<file path="src/rtl/clk_meas_pkg.sv">
// Shared types and defaults for the clock period meter.
package clk_meas_pkg;

  typedef enum logic [1:0] {
    IDLE   = 2'd0,
    ARMED  = 2'd1,
    LOCKED = 2'd2
  } meas_state_e;

  localparam int unsigned CNT_W_DEF = 16;

endpackage

</file>
<file path="src/rtl/sync_edge_det.sv">
// Two-flop synchronizer with history flop; emits combinational edge detects
// and registered one-cycle rise/fall strobes for an asynchronous input.
module sync_edge_det (
  input  logic clk_i,
  input  logic rst_i,
  input  logic async_i,
  output logic rise_det_o,
  output logic fall_det_o,
  output logic rise_o,
  output logic fall_o
);

  logic s1_q, s2_q, s3_q;
  logic rise_q, fall_q;

  assign rise_det_o = s2_q & ~s3_q;
  assign fall_det_o = ~s2_q & s3_q;

  always_ff @(posedge clk_i) begin
    if (rst_i) begin
      s1_q   <= 1'b0;
      s2_q   <= 1'b0;
      s3_q   <= 1'b0;
      rise_q <= 1'b0;
      fall_q <= 1'b0;
    end else begin
      s1_q   <= async_i;
      s2_q   <= s1_q;
      s3_q   <= s2_q;
      rise_q <= rise_det_o;
      fall_q <= fall_det_o;
    end
  end

  assign rise_o = rise_q;
  assign fall_o = fall_q;

endmodule

</file>
<file path="src/rtl/clk_period_meter.sv">
// Measures period and high time of a slow monitored clock in clk_in cycles,
// flags off-frequency periods and loss of clock.
module clk_period_meter
  import clk_meas_pkg::*;
#(
  parameter int unsigned CNT_W      = CNT_W_DEF,
  parameter int unsigned EXP_PERIOD = 5,
  parameter int unsigned TOL        = 0,
  parameter int unsigned TIMEOUT    = 1024
) (
  input  logic             clk_in,
  input  logic             rst,
  input  logic             clk_mon,
  output logic             rise_pulse,
  output logic             fall_pulse,
  output logic [CNT_W-1:0] period,
  output logic [CNT_W-1:0] high_time,
  output logic             valid,
  output logic             period_err,
  output logic             stalled
);

  localparam int unsigned DEV_W = CNT_W + 1;
  localparam logic [CNT_W-1:0] TIMEOUT_C = CNT_W'(TIMEOUT);
  localparam logic [DEV_W-1:0] EXP_C     = DEV_W'(EXP_PERIOD);
  localparam logic [DEV_W-1:0] TOL_C     = DEV_W'(TOL);
  localparam logic [CNT_W-1:0] ONE_C     = CNT_W'(1);

  // Absolute deviation from the expected period, one bit wider so it never wraps.
  function automatic logic [DEV_W-1:0] abs_dev(input logic [CNT_W-1:0] c);
    logic [DEV_W-1:0] cx;
    cx = {1'b0, c};
    return (cx >= EXP_C) ? (cx - EXP_C) : (EXP_C - cx);
  endfunction

  logic rise_det, fall_det;

  sync_edge_det u_sync (
    .clk_i      (clk_in),
    .rst_i      (rst),
    .async_i    (clk_mon),
    .rise_det_o (rise_det),
    .fall_det_o (fall_det),
    .rise_o     (rise_pulse),
    .fall_o     (fall_pulse)
  );

  meas_state_e      state_q, state_d;
  logic [CNT_W-1:0] cnt_q, cnt_d;
  logic [CNT_W-1:0] period_q, period_d;
  logic [CNT_W-1:0] high_q, high_d;
  logic             valid_q, valid_d;
  logic             err_q, err_d;
  logic             stalled_q, stalled_d;

  always_ff @(posedge clk_in) begin
    if (rst) begin
      state_q   <= IDLE;
      cnt_q     <= '0;
      period_q  <= '0;
      high_q    <= '0;
      valid_q   <= 1'b0;
      err_q     <= 1'b0;
      stalled_q <= 1'b0;
    end else begin
      state_q   <= state_d;
      cnt_q     <= cnt_d;
      period_q  <= period_d;
      high_q    <= high_d;
      valid_q   <= valid_d;
      err_q     <= err_d;
      stalled_q <= stalled_d;
    end
  end

  // Captures use the pre-strobe detect so they land in the same cycle as the strobe.
  always_comb begin
    state_d   = state_q;
    cnt_d     = cnt_q;
    period_d  = period_q;
    high_d    = high_q;
    valid_d   = valid_q;
    err_d     = err_q;
    stalled_d = stalled_q;
    unique case (state_q)
      IDLE: begin
        cnt_d = '0;
        if (rise_det) begin
          cnt_d     = ONE_C;
          state_d   = ARMED;
          stalled_d = 1'b0;
        end
      end
      ARMED, LOCKED: begin
        cnt_d = cnt_q + ONE_C;
        if (fall_det) begin
          high_d = cnt_q;
        end
        if (rise_det) begin
          period_d = cnt_q;
          err_d    = (abs_dev(cnt_q) > TOL_C);
          valid_d  = 1'b1;
          cnt_d    = ONE_C;
          state_d  = LOCKED;
        end else if (cnt_q == TIMEOUT_C) begin
          state_d   = IDLE;
          stalled_d = 1'b1;
          valid_d   = 1'b0;
          err_d     = 1'b0;
          cnt_d     = '0;
        end
      end
      default: begin
        state_d = IDLE;
        cnt_d   = '0;
      end
    endcase
  end

  assign period     = period_q;
  assign high_time  = high_q;
  assign valid      = valid_q;
  assign period_err = err_q;
  assign stalled    = stalled_q;

endmodule

</file>
<file path="config.mk">
export PLATFORM = sky130hd
export DESIGN_NAME = clk_period_meter
export DESIGN_NICKNAME = d
export VERILOG_FILES = /design/src/rtl/clk_meas_pkg.sv /design/src/rtl/sync_edge_det.sv /design/src/rtl/clk_period_meter.sv
export SDC_FILE = /design/constraint.sdc
export NUM_CORES = 1
export LEC_CHECK = 0
export CORE_ASPECT_RATIO = 0.8
export CORE_MARGIN = 4
export CORE_UTILIZATION = 48
export CTS_CLUSTER_DIAMETER = 150
export DETAILED_ROUTE_END_ITERATION = 6
export PLACE_DENSITY = 0.75
export SLEW_MARGIN = 5
export SYNTH_ARGS = -nofsm -noshare
export SYNTH_HDL_FRONTEND = slang
export SYNTH_SLANG_ARGS = --single-unit
</file>
<file path="constraint.sdc">
create_clock -name clk_in -period 2.4 [get_ports clk_in]
set_input_delay 0.48 -clock clk_in [delete_from_list [all_inputs] [get_ports clk_in]]
set_output_delay 0.48 -clock clk_in [all_outputs]
set_load 0.01 [all_outputs]
</file>
==> impl_table.tex <==
% Auto-generated results table
\begin{tabular}{lr}
\hline
Metric & Value \\
\hline
\multicolumn{2}{l}{\textbf{Logic synthesis}} \\
\quad Number of cells in Yosys stat & 338 \\
\quad Warnings from Yosys & 0 \\
\quad Dominant non-sequential cell family after synthesis & simple AND/OR/NAND/NOR gates \\
\quad Post-Syn Nets & 350 \\
\quad Number of flops mapped to enable cells by yosys & 0 \\
\quad Syn Area/Cell & 7.96 µm² \\
\quad Synthesized-area fraction occupied by and/or/nand/nor cells & 28.2\% \\
\quad Post-synthesis instance total & 338 \\
\quad Part of the Yosys area used for sequential elements & 43.2\% \\
\quad Parity-gate share of the synthesized area counting xor and xnor cells & 4.56\% \\
\quad Portion of synthesized cell area occupied by the leading cell type & 43.2\% \\
\quad Cell Type Count & 47 \\
\quad Ys async rst share & 0\% \\
\quad Flip-flop cell with the highest count after synthesis & sky130\_fd\_sc\_hd\_\_dfxtp\_1 \\
\quad Complex Gates by Area & 13.6\% \\
\quad Mux area share & 0.744\% \\
\quad Most used standard cell by instance count after synthesis & sky130\_fd\_sc\_hd\_\_nand2\_1 \\
\quad Biggest area contributors in the synthesized netlist & sky130\_fd\_sc\_hd\_\_dfxtp\_1 43\%, sky130\_fd\_sc\_hd\_\_nand2\_1 11\%, sky130\_fd\_sc\_hd\_\_a21oi\_1 8.2\% \\
\quad Adder and majority gate portion of the synthesized area & 4.19\% \\
\quad Synth top cells by count & 76 x sky130\_fd\_sc\_hd\_\_nand2\_1, 58 x sky130\_fd\_sc\_hd\_\_dfxtp\_1, 44 x sky130\_fd\_sc\_hd\_\_a21oi\_1 \\
\quad Synth flops & 58 \\
\quad Yosys stat chip area & 0.00269 mm² \\
\quad Post-synth design cell area & 0.00269 mm² \\
\multicolumn{2}{l}{\textbf{Cells and area}} \\
\quad Combinational Gates & 248 \\
\quad Flip-flop and latch share of the layout cell area & 33.6\% \\
\quad Post-route insts no fill & 472 \\
\quad Area growth syn-to-layout & 28.5\% \\
\quad Non-clock buffer share of cell area & 16.7\% \\
\quad Fillcell total & 491 \\
\quad Non-clock inverter count & 8 \\
\quad Final net count & 401 \\
\quad Fraction of final layout cells with drive strength greater than 1 & 12.2\% \\
\quad Seq Cell Count & 58 \\
\quad Top Layout Cells & 76 x sky130\_fd\_sc\_hd\_\_nand2\_1, 58 x sky130\_fd\_sc\_hd\_\_dfxtp\_1, 43 x sky130\_fd\_sc\_hd\_\_a21oi\_1 \\
\quad Proportion of cell area spent on the clock network & 5.65\% \\
\quad Register Area & 0.00116 mm² \\
\quad Most frequent logic cell in the layout & sky130\_fd\_sc\_hd\_\_nand2\_1 \\
\quad Ant diodes & 0 \\
\quad Combinational share of cell area & 40.4\% \\
\quad Finished layout cell area & 0.00346 mm² \\
\quad Number of clock buffers in the layout & 11 \\
\quad Dominant kind of cell & combinational gates \\
\quad Comb. cell area & 0.00140 mm² \\
\quad Buffers, non-clock & 64 \\
\multicolumn{2}{l}{\textbf{Route}} \\
\quad Met2 wirelength from detailed routing & 2870 µm \\
\quad DRC violations left & 0 \\
\quad Post-detailed-route wirelength per cell & 14.0 µm \\
\quad Wire length on met1 & 3190 µm \\
\quad Post-detailed-route via-to-cell ratio & 5.27 \\
\quad Top Layer Used & met4 \\
\quad Drt first-iter violations & 153 \\
\quad Final antenna-violating net count & 0 \\
\quad Number of detailed-routing iterations run before antenna repair & 4 \\
\quad Met3 Routed Length & 470 µm \\
\multicolumn{2}{l}{\textbf{Floorplanning}} \\
\quad Floorplan die width & 91.7 µm \\
\quad Row count & 24 \\
\quad Pre-Place Util & 49.5\% \\
\quad I/O Pins & 40 \\
\quad Core Box Area & 0.00544 mm² \\
\quad Vertical extent of the die & 75.0 µm \\
\quad Tapcell Cnt & 78 \\
\quad Area of the die & 0.00687 mm² \\
\multicolumn{2}{l}{\textbf{STA}} \\
\quad Worst clock skew on the final layout & 0.0118 ns \\
\quad Unrepaired setup endpoints after global routing & no \\
\quad Final period demand of the worst path & 2.22 ns \\
\quad Sum of negative setup slack & 0 ns \\
\quad Final-layout worst hold slack & 0.445 ns \\
\quad Number of failing hold endpoints at the final stage & 0 \\
\quad Transition time of the tightest slew-check pin & 0.730 ns \\
\quad Highest achievable clock rate & 451 MHz \\
\quad Worst slew margin relative to its limit & 51.2\% \\
\quad Final setup violation count & 0 \\
\quad Final slew viol count & 0 \\
\quad Final worst-path cycle share & 92.4\% \\
\quad Worst Setup Slack, final & 0.183 ns \\
\multicolumn{2}{l}{\textbf{Worst setup path}} \\
\quad Worst-case register-to-register setup slack & 0.18 ns \\
\quad Arrival time reported for the critical path endpoint & 2.44 ns \\
\quad CP Depth & 5 \\
\quad Crit path max fanout & 11 \\
\quad Stage delay of the slowest cell on the critical path & 0.45 ns \\
\quad Setup crit start kind & register \\
\quad Start point of the critical path & cnt\_q[7]\$\_SDFF\_PP0\_ \\
\quad Reg2Reg Depth & 5 \\
\quad Type of the setup path with the least slack & reg2reg \\
\quad Kind of end point of the critical path & register \\
\quad Cell with the biggest individual delay on the critical path & sky130\_fd\_sc\_hd\_\_or4b\_1 \\
\quad Destination of the worst register-to-register timing path & period\_err\$\_SDFFE\_PP0P\_ \\
\quad Top delay family on crit path & simple AND/OR/NAND/NOR gates \\
\quad Required time of the worst setup path & 2.62 ns \\
\quad Startpoint of the worst-slack reg-to-reg timing path & cnt\_q[7]\$\_SDFF\_PP0\_ \\
\quad Endpoint of the most critical setup path & period\_err\$\_SDFFE\_PP0P\_ \\
\quad CP bufs+invs & 0 \\
\quad Cell-by-cell listing of the critical path & nor4\_2 > and4bb\_1 > or4b\_1 > a32o\_1 > o31a\_1 \\
\multicolumn{2}{l}{\textbf{Global routing}} \\
\quad Grt total ovfl & 0 \\
\quad Pin count of the biggest net entering global routing & 45 \\
\quad Global-route wire length before repair & 10,800 µm \\
\quad Busiest metal layer after global routing & met2 \\
\quad Global Route Usage Sum & 20.0\% \\
\quad Vias in the first global route & 2,244 \\
\quad Initial antenna violation count & 0 \\
\multicolumn{2}{l}{\textbf{Outcome}} \\
\quad Status & finished clean \\
\multicolumn{2}{l}{\textbf{Flow run}} \\
\quad Max capacitance violation total & 0 \\
\quad Total tool warning count & 32 \\
\multicolumn{2}{l}{\textbf{Power and ir drop}} \\
\quad Clk network pwr share & 46.3\% \\
\quad Net switching component of the power & 425 µW \\
\quad Final Power & 1920 µW \\
\quad Internal power summed over all cells & 1490 µW \\
\quad Clock Power & 888 µW \\
\quad Switching power share of the total & 22.1\% \\
\quad Worst vdd rail ir drop & 241 µV \\
\quad Seq power & 974 µW \\
\quad Gate power share & 2.9\% \\
\quad Total power divided by cell area & 555 mW/mm² \\
\quad Cell leakage power & 0.00124 µW \\
\quad Sequential share of power & 50.8\% \\
\quad Main power-consuming group & sequential cells \\
\quad P\_comb & 55.9 µW \\
\multicolumn{2}{l}{\textbf{Clocking}} \\
\quad CTS tree & built \\
\quad Number of buffers inserted during clock tree synthesis & 9 \\
\quad Hold buffers post-CTS & 0 \\
\quad Clock Latency Late Sink & 0.33 ns \\
\quad Reg clk slew, reported paths & 0.07 ns \\
\quad CTS resizes & 0 \\
\quad Number of H-tree branching levels & 3 \\
\quad Root cell of the clock tree & sky130\_fd\_sc\_hd\_\_clkbuf\_8 \\
\quad Clock net sink count & 58 \\
\quad Maximum number of buffers from clock root to sink & 2 \\
\quad Post-CTS Repair Setup Buffers & 0 \\
\multicolumn{2}{l}{\textbf{Placement}} \\
\quad DP Worst Slack & 0.0825 ns \\
\quad Total of buffers placed on input and output ports & 39 \\
\quad Routability congestion estimate & 0.896 \\
\quad DP Wirelength & 4730 µm \\
\quad Cell count after placement & 456 \\
\quad Post-placement cell area & 0.00325 mm² \\
\multicolumn{2}{l}{\textbf{Min path}} \\
\quad Hold Path Origin & u\_sync.s1\_q\$\_SDFF\_PP0\_ \\
\quad Count of cells along the worst hold path & 1 \\
\quad Worst-case hold path end point & u\_sync.s2\_q\$\_SDFF\_PP0\_ \\
\hline
\end{tabular}
Fig. 1: metal 3
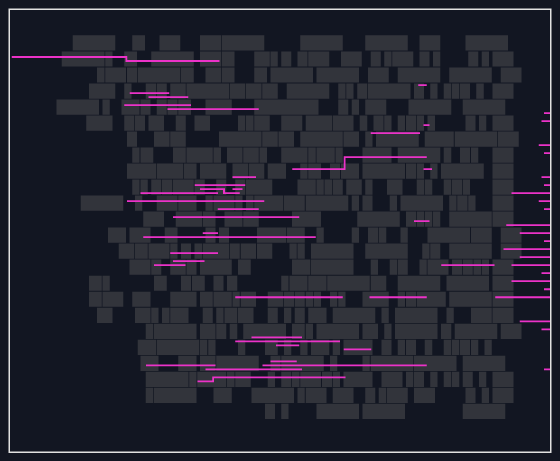
main direction: horizontal
nets with wire on the layer: 48
share of all routed wire: 7.1%
wire length on this layer: 470 µm
longest straight run: 29.0 µm
Total Wirelength: 6600 µm
vias after detailed routing: 2,486
grt met3 use: 6.49%

Fig. 2: track usage over the die
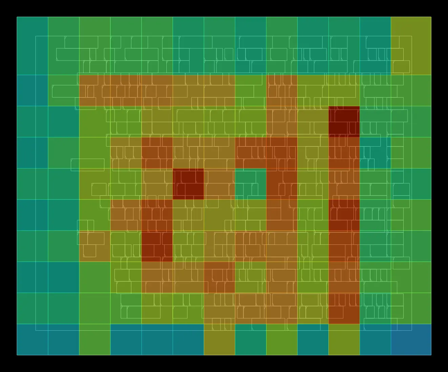
fraction of met2 tracks used by global routing: 31.2%
global-route track usage on met1: 26.9%
utilization of the core after routing: 63.6%

Power is estimated from default activity; no workload was simulated.
